==> images/placed.png <==
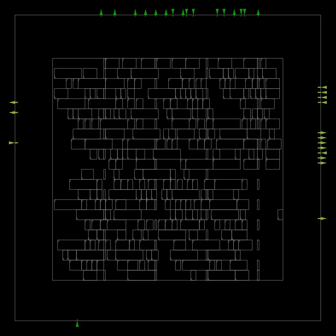
==> images/pinout.png <==
Bar = 20 um. Pins as bars across the die edge, other pins in grey.
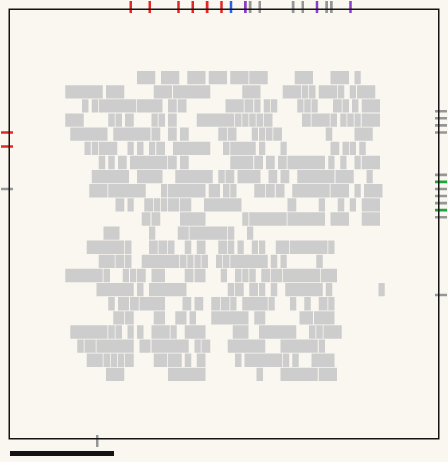
## src/rtl/entrada_senha_pkg.sv

```systemverilog
// Shared types and constants for the entrada_senha code-entry controller.
package entrada_senha_pkg;

  localparam int SYM_W = 2;

  typedef enum logic [1:0] {
    ARMED    = 2'd0,
    DEFUSED  = 2'd1,
    EXPLODED = 2'd2
  } estado_t;

  localparam logic [SYM_W-1:0] SYM_A = 2'b00;
  localparam logic [SYM_W-1:0] SYM_B = 2'b01;
  localparam logic [SYM_W-1:0] SYM_C = 2'b10;
  localparam logic [SYM_W-1:0] SYM_D = 2'b11;

endpackage

```

## src/rtl/debouncer_tecla.sv

```systemverilog
// Synchronizes and debounces the active-low enter key; emits a one-cycle
// press strobe on each accepted 1->0 transition of the debounced level.
module debouncer_tecla #(
  parameter int DEBOUNCE_CYCLES = 1_000_000
) (
  input  logic clk,
  input  logic rst,
  input  logic key_n_i,
  output logic press_o
);

  localparam int              CNT_W    = $clog2(DEBOUNCE_CYCLES + 1);
  localparam logic [CNT_W-1:0] CNT_LAST = CNT_W'(DEBOUNCE_CYCLES - 1);
  localparam logic [CNT_W-1:0] CNT_ONE  = CNT_W'(1);

  logic             sync1_q, sync2_q;
  logic             level_q;
  logic             press_q;
  logic [CNT_W-1:0] cnt_q;

  always_ff @(posedge clk) begin
    if (rst) begin
      sync1_q <= 1'b1;
      sync2_q <= 1'b1;
      level_q <= 1'b1;
      cnt_q   <= '0;
      press_q <= 1'b0;
    end else begin
      sync1_q <= key_n_i;
      sync2_q <= sync1_q;
      press_q <= 1'b0;
      if (sync2_q == level_q) begin
        cnt_q <= '0;
      end else if (cnt_q == CNT_LAST) begin
        // Level flips after DEBOUNCE_CYCLES consecutive differing samples;
        // only the released->pressed direction is an event.
        level_q <= sync2_q;
        cnt_q   <= '0;
        press_q <= level_q;
      end else begin
        cnt_q <= cnt_q + CNT_ONE;
      end
    end
  end

  assign press_o = press_q;

endmodule

```

## src/rtl/entrada_senha.sv

```systemverilog
// Code-entry controller: checks debounced key presses against the defusal
// sequence. Strike limiting is enabled by ENTRADA_SENHA_STRIKE_LIMIT_EN.
module entrada_senha
  import entrada_senha_pkg::*;
#(
  parameter int DEBOUNCE_CYCLES = 1_000_000,
  parameter int SEQ_LEN         = 4,
  parameter int MAX_ERRORS      = 3
) (
  input  logic                     clk,
  input  logic                     rst,
  input  logic                     key_n,
  input  logic [SYM_W-1:0]         sym,
  input  logic [SYM_W*SEQ_LEN-1:0] code,
  input  logic                     time_up,
  output logic                     defused,
  output logic                     exploded,
  output logic [2:0]               pos,
  output logic [1:0]               errors,
  output logic [SYM_W*SEQ_LEN-1:0] entered,
  output logic                     error_pulse,
  output estado_t                  state_dbg
);

  localparam int         ENT_W     = SYM_W * SEQ_LEN;
  localparam logic [2:0] POS_LAST  = 3'(SEQ_LEN - 1);
  localparam logic [2:0] POS_DONE  = 3'(SEQ_LEN);
  localparam logic [1:0] ERR_LIMIT = 2'(MAX_ERRORS);

  estado_t          state_q;
  logic [2:0]       pos_q;
  logic [ENT_W-1:0] entered_q;
  logic             error_pulse_q;
  logic             press;
  logic [SYM_W-1:0] code_sym;
  logic             strike;

  debouncer_tecla #(.DEBOUNCE_CYCLES(DEBOUNCE_CYCLES)) u_deb (
    .clk     (clk),
    .rst     (rst),
    .key_n_i (key_n),
    .press_o (press)
  );

  assign code_sym = code[SYM_W*int'(pos_q) +: SYM_W];

`ifdef ENTRADA_SENHA_STRIKE_LIMIT_EN
  logic [1:0] errors_q, errors_d;
  assign errors_d = errors_q + 2'd1;
  assign strike   = (errors_d == ERR_LIMIT);
  assign errors   = errors_q;
`else
  logic unused_err_limit;
  assign unused_err_limit = ^ERR_LIMIT;
  assign strike           = 1'b0;
  assign errors           = 2'd0;
`endif

  always_ff @(posedge clk) begin
    if (rst) begin
      state_q       <= ARMED;
      pos_q         <= 3'd0;
      entered_q     <= '0;
      error_pulse_q <= 1'b0;
`ifdef ENTRADA_SENHA_STRIKE_LIMIT_EN
      errors_q      <= 2'd0;
`endif
    end else begin
      error_pulse_q <= 1'b0;
      // time_up wins over a same-cycle press; terminal states hold everything.
      if (state_q == ARMED) begin
        if (time_up) begin
          state_q <= EXPLODED;
        end else if (press) begin
          entered_q <= {sym, entered_q[ENT_W-1:SYM_W]};
          if (sym == code_sym) begin
            if (pos_q == POS_LAST) begin
              pos_q   <= POS_DONE;
              state_q <= DEFUSED;
            end else begin
              pos_q <= pos_q + 3'd1;
            end
          end else begin
            pos_q         <= 3'd0;
            error_pulse_q <= 1'b1;
`ifdef ENTRADA_SENHA_STRIKE_LIMIT_EN
            errors_q      <= errors_d;
`endif
            if (strike) state_q <= EXPLODED;
          end
        end
      end
    end
  end

  assign defused     = (state_q == DEFUSED);
  assign exploded    = (state_q == EXPLODED);
  assign pos         = pos_q;
  assign entered     = entered_q;
  assign error_pulse = error_pulse_q;
  assign state_dbg   = state_q;

endmodule

```

## config.mk

```make
export PLATFORM = sky130hd
export DESIGN_NAME = entrada_senha
export DESIGN_NICKNAME = d
export VERILOG_FILES = /design/src/rtl/entrada_senha_pkg.sv /design/src/rtl/debouncer_tecla.sv /design/src/rtl/entrada_senha.sv
export SDC_FILE = /design/constraint.sdc
export NUM_CORES = 1
export LEC_CHECK = 0
export ABC_AREA = 1
export CAP_MARGIN = 20
export CORE_MARGIN = 10
export CORE_UTILIZATION = 46
export DETAILED_ROUTE_END_ITERATION = 12
export HOLD_SLACK_MARGIN = 0.02
export PLACE_DENSITY = 0.71
export RECOVER_POWER = 50
export SLEW_MARGIN = 20
export SYNTH_ARGS = -nofsm -noshare
export SYNTH_HDL_FRONTEND = slang
export SYNTH_SLANG_ARGS = --single-unit
```

## constraint.sdc

```tcl
create_clock -name clk -period 4.2 [get_ports clk]
set_clock_uncertainty 0.2 [all_clocks]
set_input_delay 0.63 -clock clk [delete_from_list [all_inputs] [get_ports clk]]
set_output_delay 0.63 -clock clk [all_outputs]
set_load 0.02 [all_outputs]
```

==> run summary <==
Antenna diodes: 0
Dpl cells: 317
Biggest area cells: dfxtp_1 (42%), nand2_1 (8.8%), nor2_1 (8.6%)
Buffering overhead: 13.4%
Most frequent cells in the layout: nor2_1 (43), nand2_1 (43), dfxtp_1 (38)
Met2 WL: 1490 um
PwrDens: 301 mW/mm^2
F_max: 0.375 GHz
Top FF cell, synth: dfxtp_1
Signal buffers: 29
M1 GR Usage: 14.1%
Area Overhead vs Synth: 21.2%
Bufs and invs on worst path: 2
Basic Gates by Area: 35.1%
Compound-Gate Fraction of Synth Area: 9.64%
Die Ht: 82.4 um
Logic family by area: simple AND/OR/NAND/NOR gates
Data required, critical path: 4.23 ns
Worst-margin pin slew: 0.670 ns
Core area: 0.00372 sq mm
First-pass GRT wire length: 6280 um
Async SR Flop Fraction: 0%
RePlAce Congestion: 0.784
Seq cells post-synth: 38
Pleak: 0.837 nW
1st-iter DRT viols: 117
ANT nets after route: 0
Outcome: complete, no violations
MI comb area: 855 sq um
FF-to-FF Start: u_deb.cnt_q[0]$_SDFF_PP0_
Top-count cell post-synth: nand2_1
FF/Latch Area: 761 sq um
Maximum vdd drop: 160 uV
Vias in the first global route: 1453
Proportion of power drawn by the clock network: 38.9%
Power Combinational: 0.0350 mW
Final period util: 63.5%
Pint: 0.512 mW
Multiplexer share of the synthesized area: 0%
CTS Buf Count: 5
Grt total ovfl: 0
Die Size: 0.00679 sq mm
Vias/cell: 4.78
Combinational Power Share: 5.4%
Cells after Synth: 247
Iteration tally of the first detailed-router pass: 4
Back to the opening pictures, placed.png:
Rows: 22
# fillers: 369
Cell Count, Final, Fillers Out: 325

Back to the opening pictures, pinout.png:
legend:
  blue:
    port: rst
    pins: 1
    direction: input
    edge: north
  green:
    port: state_dbg
    pins: 2
    direction: output
    edge: east
  purple:
    port: pos
    pins: 3
    direction: output
    edge: north
  red:
    port: entered
    pins: 8
    direction: output
    edge: 6 north, 2 west
all pins by edge: 16 north, 12 east, 3 west, 1 south

==> how the worst max path moves through the flow <==
stage                                         start  cells past startpoint  slack [ns]                         end
after floorplan                                 rst                      7        2.42  u_deb.cnt_q[18]$_SDFF_PP0_
after global placement                          rst                      7        1.66  u_deb.cnt_q[18]$_SDFF_PP0_
after detailed placement                        rst                      7        1.62  u_deb.cnt_q[18]$_SDFF_PP0_
after CTS                 state_dbg[0]$_SDFFE_PP0P_                      3        1.87                     defused
after global routing                            rst                      7        1.28  u_deb.cnt_q[18]$_SDFF_PP0_
final                                           rst                      7        1.53  u_deb.cnt_q[18]$_SDFF_PP0_
==> registers in the layout (all words and copies together) (netlist names), 2 cells and up <==
register	count
state_dbg	2
entered	8
u_deb.cnt_q	20
pos	3
Power is estimated from default activity; no workload was simulated.
